Figure 1. Signal wires on met4 (run 1).
(3 px per um) Supply wires on this layer in grey. Cells faint in the background.
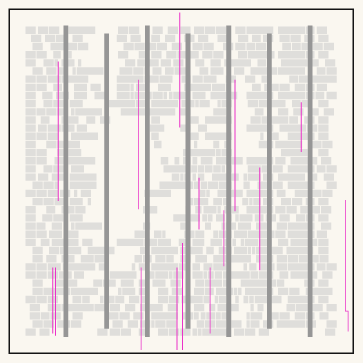
Figure 2. Close-up of the layout (run 1).
Region (61, 61) to (111, 111) um. Cells in grey, sequential cells in the stronger grey; small squares are vias.
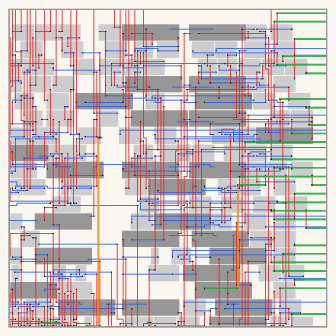
Figure 3. Clock nets (run 1).
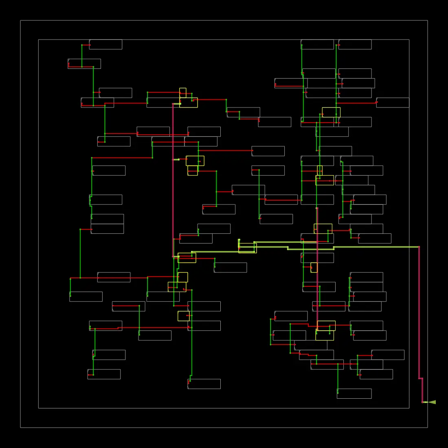
`src/rtl/cordic_arbiter.sv`:
```
// cordic_arbiter: round-robin arbiter sharing one cordic_top between NREQ requesters.
//   clk            : single clock, rising edge
//   rst            : asynchronous, active-low reset
//   req_valid/req_angle/req_ready : per-requester IEEE-754 angle handshake
//   rsp_valid/rsp_cos/rsp_sin/rsp_timeout : one-hot result strobe plus held Q15 result
//   cord_valid_in/cord_angle/cord_cos/cord_sin/cord_valid : cordic_top connection
//   busy           : high whenever a transaction is in flight
module cordic_arbiter #(
    parameter int NREQ    = 4,
    parameter int TIMEOUT = 255
) (
    input  logic                 clk,
    input  logic                 rst,
    input  logic [NREQ-1:0]      req_valid,
    input  logic [32*NREQ-1:0]   req_angle,
    output logic [NREQ-1:0]      req_ready,
    output logic [NREQ-1:0]      rsp_valid,
    output logic [15:0]          rsp_cos,
    output logic [15:0]          rsp_sin,
    output logic                 rsp_timeout,
    output logic                 cord_valid_in,
    output logic [31:0]          cord_angle,
    input  logic [15:0]          cord_cos,
    input  logic [15:0]          cord_sin,
    input  logic                 cord_valid,
    output logic                 busy
);
    localparam int IW = $clog2(NREQ);

    typedef enum logic [1:0] {IDLE, ISSUE, WAIT, RESP} state_t;

    state_t          state_q, state_d;
    logic [IW-1:0]   ptr_q, ptr_d, owner_q, owner_d, gnt, idx;
    logic            found;
    logic [7:0]      cnt_q, cnt_d;
    logic [31:0]     angle_q, angle_d;
    logic [15:0]     cos_q, cos_d, sin_q, sin_d;
    logic            to_q, to_d;

    // Scan downward so the requester closest after ptr overwrites the others.
    always_comb begin
        gnt   = '0;
        idx   = '0;
        found = 1'b0;
        for (int i = NREQ; i >= 1; i--) begin
            idx = IW'((int'(ptr_q) + i) % NREQ);
            if (req_valid[idx]) begin
                gnt   = idx;
                found = 1'b1;
            end
        end
    end

    always_comb begin
        state_d = state_q;
        ptr_d   = ptr_q;
        owner_d = owner_q;
        cnt_d   = cnt_q;
        angle_d = angle_q;
        cos_d   = cos_q;
        sin_d   = sin_q;
        to_d    = to_q;
        case (state_q)
            IDLE: if (found) begin
                owner_d = gnt;
                angle_d = req_angle[{gnt, 5'd0} +: 32];
                state_d = ISSUE;
            end
            ISSUE: begin
                cnt_d   = '0;
                state_d = WAIT;
            end
            // A result arriving on the final count still wins over the abort.
            WAIT: if (cord_valid) begin
                cos_d   = cord_cos;
                sin_d   = cord_sin;
                to_d    = 1'b0;
                state_d = RESP;
            end else if (cnt_q == 8'(TIMEOUT)) begin
                cos_d   = '0;
                sin_d   = '0;
                to_d    = 1'b1;
                state_d = RESP;
            end else begin
                cnt_d = cnt_q + 8'd1;
            end
            RESP: begin
                ptr_d   = owner_q;
                state_d = IDLE;
            end
            default: state_d = IDLE;
        endcase
    end

    always_ff @(posedge clk or negedge rst) begin
        if (!rst) begin
            state_q <= IDLE;
            ptr_q   <= IW'(NREQ - 1);
            owner_q <= '0;
            cnt_q   <= '0;
            angle_q <= '0;
            cos_q   <= '0;
            sin_q   <= '0;
            to_q    <= 1'b0;
        end else begin
            state_q <= state_d;
            ptr_q   <= ptr_d;
            owner_q <= owner_d;
            cnt_q   <= cnt_d;
            angle_q <= angle_d;
            cos_q   <= cos_d;
            sin_q   <= sin_d;
            to_q    <= to_d;
        end
    end

    // req_ready is combinational from req_valid, so it is gated by reset explicitly.
    assign req_ready     = (rst && state_q == IDLE && found) ? NREQ'(1) << gnt : '0;
    assign rsp_valid     = (state_q == RESP) ? NREQ'(1) << owner_q : '0;
    assign rsp_cos       = cos_q;
    assign rsp_sin       = sin_q;
    assign rsp_timeout   = to_q;
    assign cord_valid_in = state_q == ISSUE;
    assign cord_angle    = angle_q;
    assign busy          = state_q != IDLE;
endmodule

```
`config.mk`:
```
export PLATFORM = sky130hd
export DESIGN_NAME = cordic_arbiter
export DESIGN_NICKNAME = d
export VERILOG_FILES = /design/src/rtl/cordic_arbiter.sv
export SDC_FILE = /design/constraint.sdc
export NUM_CORES = 1
export LEC_CHECK = 0
export CAP_MARGIN = 15
export CORE_MARGIN = 5
export CORE_UTILIZATION = 43
export CTS_CLUSTER_DIAMETER = 200
export DETAILED_ROUTE_END_ITERATION = 8
export PLACE_DENSITY = 0.86
export REMOVE_ABC_BUFFERS = 1
export SYNTH_ARGS = -nofsm -noshare
export SYNTH_HDL_FRONTEND = slang
export SYNTH_SLANG_ARGS = --single-unit
```
`constraint.sdc`:
```
create_clock -name clk -period 3.5 [get_ports clk]
set_input_delay 0.7 -clock clk [delete_from_list [all_inputs] [get_ports clk]]
set_output_delay 0.7 -clock clk [all_outputs]
set_load 0.05 [all_outputs]
```
==> reports/results.txt, run 1 <==
Post-Syn Area - 0.00467 mm2
Worst-Margin Slew - 1.12 ns
Tmin final - 3.15 ns
Hold violation count in the final report - 0
Ys async rst share - 100%
Ranking of synthesized cells by area - dfrtp_1, a211oi_2, mux2i_1
CP arrival - 2.45 ns
Seq share, synth - 42.4%
Final period utilization - 90.1%
Post-synth top cells - dfrtp_1, a211oi_2, nor2_1, mux2i_1
Worst min path class - flip-flop to flip-flop
Fin. max-slew vios - 0
Distinct lib cells - 55
CTS tree - built
Finished Core Util - 68.2%
Dominant synthesized flop cell - dfrtp_1
Vias per inst - 5.64
CP Data Required Time - 2.80 ns
Diodes inserted - 0
Longest Clk Path Bufs - 2
Yosys synthesis chip area - 0.00467 mm2
Warnings, synthesis - 0
Crit Path Class - input port to output pin
I/O pin count - 242
Resized Gates After CTS - 0
Number of instances in the placed design - 763
# hold bufs at CTS - 0
Leak - 0.00294 uW
Yosys Instances - 405
Antenna viol nets, final - 0
Die Y - 114 um
Setup TNS Final - 0 ns
Final GP Congestion - 0.860
PwrDens - 883 mW/mm2
Core ar. - 0.0107 mm2
Crit path launch type - input port
Pre-CTS WS - 0.113 ns
NumNets Final - 808
FF-to-FF Start - ptr_q[0]
Drt first pass iters - 4
Wire per inst - 20.1 um
FP Core Util - 43.4%
Late-Pin Clk Latency - 0.35 ns
Cell Rows - 38
Crit. End Element - output pin
Synthesized area per cell - 11.5 um2
Final Skew - 0.0108 ns
WHS Path Cells - 1
Critical path fanouts, max - 6
HPWL after DPL - 11.9 mm
Max-Slew Margin vs Limit - 24.8%
R2R setup slack - 0.99 ns
CTS clock-pin slew for the worst setup and hold paths - 0.08 ns
Area growth syn-to-layout - 57.1%
CTS sink cnt - 79
Flops & latches, synth - 79
First-pass GRT wire length - 24.7 mm
Max Cap Viol - 0
Status - finished clean
Worst VDD drop - 0.591 mV
Most frequent cell after synthesis - dfrtp_1
DRT iter0 DRCs - 221
RSZ-0062 raised after global routing - false
Top-area cell share - 41.3%
DR vias - 4401
Syn Inst Count - 405
Root Driver - clkbuf_8
IO Port Bufs - 241
Log Warnings - 29
GR Overflow Total - 0
-- Figure 1 (at the start) --
nets with wire on the layer: 13
longest straight run: 46.2 um
share of all routed wire: 2.9%
main direction: vertical

-- Figure 2 (at the start) --
[met3] green
[met4] orange
[met1] blue
[met2] red
cells with their middle in the window: 138
most frequent: clkdlybuf4s50_1 (58), dfrtp_1 (27), a22o_1 (19)
netlist names of flops here include: `rsp_sin` (11), `rsp_cos` (9), `cord_angle` (4)
sequential cells in the window: 27

-- Figure 3 (at the start) --
flop count: 79
Clk power: 614 uW
Num CTS Buffers: 9

==> run 1: logic make-up (layout without fill, tap and decap cells) <==
kind of cell | after synthesis | count (layout) | synth area share (%)
AND/OR/NAND/NOR | 121 | 121 | 15.8
multiplexers | 34 | 34 | 7.32
flip-flops | 79 | 79 | 42.4
AND-OR/OR-AND | 123 | 123 | 27.5
adder cells (fa/ha/maj) | 6 | 6 | 1.61
buffers and inverters | 42 | 277 | 5.42
==> run 1: stage by stage <==
stage | cell area (um2) | hold WS [ns]
after detailed placement | 7150 | 0.481
after global placement | 7150 | 0.482
after global routing | 7330 | 0.516
after floorplan | 4440 | 0.404
after CTS | 7330 | 0.506
final | 7330 | 0.501
==> run 1: critical path, stage by stage <==
cell and delay (ns):
clkdlybuf4s50_1 0.51, or2_4 0.32, a311o_1 0.39, nor3_1 0.34, buf_12 0.19
==> run 1: where the power goes <==
part | total [uW] | leakage, uW | switching, uW | internal, uW
clock network | 614 | 0.0000853 | 338 | 276
registers | 1600 | 0.000947 | 271 | 1330
logic | 4260 | 0.00190 | 2690 | 1570
total | 6470 | 0.00294 | 3300 | 3170
==> run 1: how the worst max path moves through the flow <==
stage / from / to / slack (ns) / cells after the start
after floorplan: req_valid[3] / req_ready[0] / -0.95 / 3
after global placement: req_valid[3] / req_ready[0] / 0.26 / 6
after detailed placement: req_valid[3] / req_ready[0] / 0.11 / 6
after CTS: req_valid[3] / req_ready[0] / 0.11 / 6
after global routing: req_valid[3] / req_ready[0] / 0.24 / 6
final: req_valid[1] / req_ready[2] / 0.35 / 5
==> run 1: registers in the layout (all words and copies together) (netlist names) <==
signal,count
cnt_q,8
cord_angle,32
rsp_sin,16
state_q,2
rsp_cos,16
owner_q,2
rsp_timeout,1
ptr_q,2
==> run 1: timing repair <==
item,CTS,global route
endpoints found under the hold margin,0,0
setup buffers,0,1
endpoints found under the setup margin,0,2
==> run 1: layer usage <==
metal	vias up	GRT usage (%)	share of wire, %
li1	2023	-	-
met5	-	0	0
met2	222	40.9	49
met1	2124	28.1	39
met3	32	6.71	9.1
met4	0	10.1	2.9
==> run 1: cell type report <==
class,instances,area [um2]
fillers,820,3410
repair buffers,254,2520
multi-input cells,284,2450
flip-flops and latches,79,1980
well taps,140,175
clock buffers,11,141
clock inverters,5,33.8
inverters,7,26.3
==> run 1: cell usage in the layout, fill, tap and decap left out, drive strengths merged, types with 5 or more instances in the layout <==
cell and instances:
buf 18, nand2b 5, o21ai 9, nor3 6, mux2i 33, inv 7
nand3 5, ha 6, nor2 38, a22o 32, clkbuf 11, a211oi 64
and4 33, dfrtp 77, nand2 14, clkdlybuf4s50 236
==> run 1 -> run 2 <==
- GPL_ROUTABILITY_DRIVEN: default -> 0
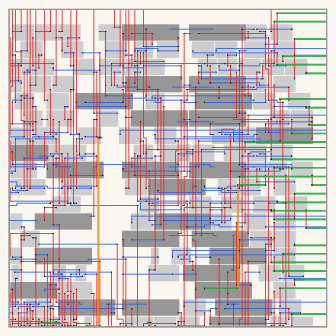
Figure 4: run 2, close-up of the layout.
Region (61, 61) to (111, 111) um. Cells in grey, sequential cells in the stronger grey; small squares are vias.
[met4] orange
[met2] red
[met1] blue
[met3] green
most frequent: clkdlybuf4s50_1 (58), dfrtp_1 (27), a22o_1 (19)
cells with their middle in the window: 138
sequential cells in the window: 27
netlist names of flops here include: `rsp_sin` (11), `rsp_cos` (9), `cord_angle` (4)

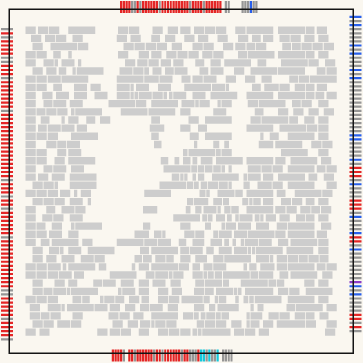
Figure 5: run 2, pin map.
(3 px per um) Pins as bars across the die edge, other pins in grey.
[`req_angle`] red | pins: 128 | direction: input | edge: 63 left, 31 top, 23 bottom, 11 right
[`rst`] purple | pins: 1 | direction: input | edge: right
[`cord_cos`] blue | pins: 16 | direction: input | edge: 15 right, 1 top
[`req_ready`] cyan | pins: 4 | direction: output | edge: bottom
all pins by edge: 78 right, 77 left, 45 top, 42 bottom
Die Y: 114 um
Horiz. Die Dim: 114 um
IO Port Bufs: 241

==> run 2 against run 1 <==
Effect of this change: final area did not move; sequential cell count did not move; combinational power barely moved; global-route usage did not move; fmax did not move; worst hold slack did not move; total power did not move; utilization did not move; highest routed layer unchanged.
==> reports/results.txt, run 2 <==
Status - finished clean
Setup bufs post-CTS - 0 (unchanged)
GR Overflow Total - 0 (unchanged)
Sw Ratio - 51.0% (unchanged)
Dominant synthesized flop cell - dfrtp_1
Synthesized area per cell - 11.5 um2 (unchanged)
Root Driver - clkbuf_8
First-pass GRT wire length - 24.7 mm (unchanged)
Critical path fanouts, max - 6 (unchanged)
Log Warnings - 29 (unchanged)
WHS Path Cells - 1 (unchanged)
Psw - 3300 uW (unchanged)
NumNets Final - 808 (unchanged)
Fin. max-slew vios - 0 (unchanged)
Wire per inst - 20.1 um (unchanged)
Most frequent cell after synthesis - dfrtp_1
CP max stage cell - clkdlybuf4s50_1
FF-to-FF Start - ptr_q[0]
Fill count - 820 (unchanged)
PwrDens - 883 mW/mm2 (unchanged)
CP arrival - 2.45 ns (about the same)
Syn Inst Count - 405 (unchanged)
Warnings, synthesis - 0 (unchanged)
Share of power burned in registers - 24.7% (about the same)
Critical-path cell list - clkdlybuf4s50_1, or2_4, a311o_1, nor3_1, buf_12
R2R setup slack - 0.99 ns (about the same)
Post-Syn Area - 0.00467 mm2 (unchanged)
Drt first pass iters - 4 (unchanged)
HPWL after DPL - 11.9 mm (unchanged)
# DRC - 0
Gr usage total - 23.9%
Leak - 0.00294 uW (unchanged)
Max-Slew Margin vs Limit - 24.8% (unchanged)
Num CTS Buffers - 9 (unchanged)
DRT iter0 DRCs - 221 (unchanged)
CTS sink cnt - 79 (unchanged)
Setup TNS Final - 0 ns (unchanged)
Longest Clk Path Bufs - 2 (unchanged)
Ranking of synthesized cells by area - dfrtp_1, a211oi_2, mux2i_1
Area growth syn-to-layout - 57.1% (unchanged)
Clock power share - 9.5% (about the same)
Top-area cell share - 41.3% (unchanged)
Worst min path class - flip-flop to flip-flop
Max FFs per register - 32 (unchanged)
Flops & latches, synth - 79 (unchanged)
Crit Path Class - input port to output pin
Hold violation count in the final report - 0 (unchanged)
I/O pin count - 242 (unchanged)
Distinct lib cells - 55 (unchanged)
RSZ-0062 raised after global routing - false
Max incr delay on CP - 0.51 ns (about the same)
Worst VDD drop - 0.591 mV (unchanged)
Top cell excl fill/tap - clkdlybuf4s50_1
Post-synth top cells - dfrtp_1, a211oi_2, nor2_1, mux2i_1
FP Core Util - 43.4% (unchanged)
Core ar. - 0.0107 mm2 (unchanged)
CTS tree - built
Diodes inserted - 0 (unchanged)
Final period utilization - 90.1% (unchanged)
# hold bufs at CTS - 0 (unchanged)
Resized Gates After CTS - 0 (unchanged)
Vias per inst - 5.64 (unchanged)
Seq share, synth - 42.4% (unchanged)
Final instance area - 0.00733 mm2 (unchanged)
Antenna viol nets, final - 0 (unchanged)
CP Data Required Time - 2.80 ns (about the same)
Fin Hold WS - 0.501 ns (unchanged)
DR vias - 4401 (unchanged)
Late-Pin Clk Latency - 0.35 ns (about the same)
Cell Rows - 38 (unchanged)
CTS clock-pin slew for the worst setup and hold paths - 0.08 ns (about the same)
Internal Power - 3170 uW (unchanged)
Yosys Instances - 405 (unchanged)
Ys async rst share - 100% (unchanged)
Yosys synthesis chip area - 0.00467 mm2 (unchanged)
Tmin final - 3.15 ns (unchanged)
Comb power frac - 65.8% (about the same)
Most common logic cells in the final layout - clkdlybuf4s50_1, dfrtp_1, a211oi_2
Pre-CTS WS - 0.113 ns (unchanged)
Final Skew - 0.0108 ns (unchanged)
Final setup margin - 0.346 ns
Worst-Margin Slew - 1.12 ns (unchanged)
==> run 2: cell counts in the layout (fill, tap and decap cells not counted) <==
Identical to the previous run, type by type.
==> run 2: routing by layer <==
| metal | track usage, % | vias to the layer above | share of wire [%] |
|---|---|---|---|
| li1 | - | 2023 | - |
| met3 | 6.71 | 32 | 9.1 |
| met1 | 28.1 | 2124 | 39 |
| met2 | 40.9 | 222 | 49 |
| met5 | 0 | - | 0 |
| met4 | 10.1 | 0 | 2.9 |
==> run 2: cell type report <==
cell class / instances / area (um2) / area share, %
sequential: 79 / 1980 / 27.0
clock inverter: 5 / 33.8 / 0.461
tap: 140 / 175 / 2.39
multi-input combinational: 284 / 2450 / 33.5
clock buffer: 11 / 141 / 1.93
inverter: 7 / 26.3 / 0.358
timing repair buffer: 254 / 2520 / 34.4
==> run 2: how the worst max path moves through the flow <==
stage | start | to | slack (ns) | cells after the start
finish | req_valid[1] | req_ready[2] | 0.35 | 5
global route | req_valid[3] | req_ready[0] | 0.24 | 6
CTS | req_valid[3] | req_ready[0] | 0.11 | 6
detailed placement | req_valid[3] | req_ready[0] | 0.11 | 6
global placement | req_valid[3] | req_ready[0] | 0.26 | 6
floorplan | req_valid[3] | req_ready[0] | -0.95 | 3
==> run 2: power by group through the flow <==
stage / registers [uW] / clock network (uW) / logic (uW)
final: 1600 / 614 / 4260
after global routing: 1650 / 669 / 4480
after CTS: 1600 / 631 / 4280
after detailed placement: 1610 / 0 / 4270
after global placement: 1580 / 0 / 4180
after floorplan: 2790 / 0 / 1540
==> run 2: kinds of logic after synthesis <==
logic type	after synthesis	synth area share (%)
mux	34	7.32
fa+ha+maj	6	1.61
simple gates	121	15.8
compound gates	123	27.5
buf+inv	42	5.42
flops	79	42.4
==> run 2: stage by stage <==
step | utilization [%] | cells
after detailed placement | 66.5 | 763
final | 68.2 | 780
after global routing | 68.2 | 780
after global placement | 66.5 | 763
after CTS | 68.2 | 779
after floorplan | - | 370
==> run 2: worst max-delay path: cells and delay by family <==
| kind | cells | cell delay, ns |
|---|---|---|
| buffers and inverters | 2 | 0.70 |
| and+or+nand+nor | 2 | 0.66 |
| AOI/OAI and AO/OA | 1 | 0.39 |
Power is estimated from default activity; no workload was simulated.
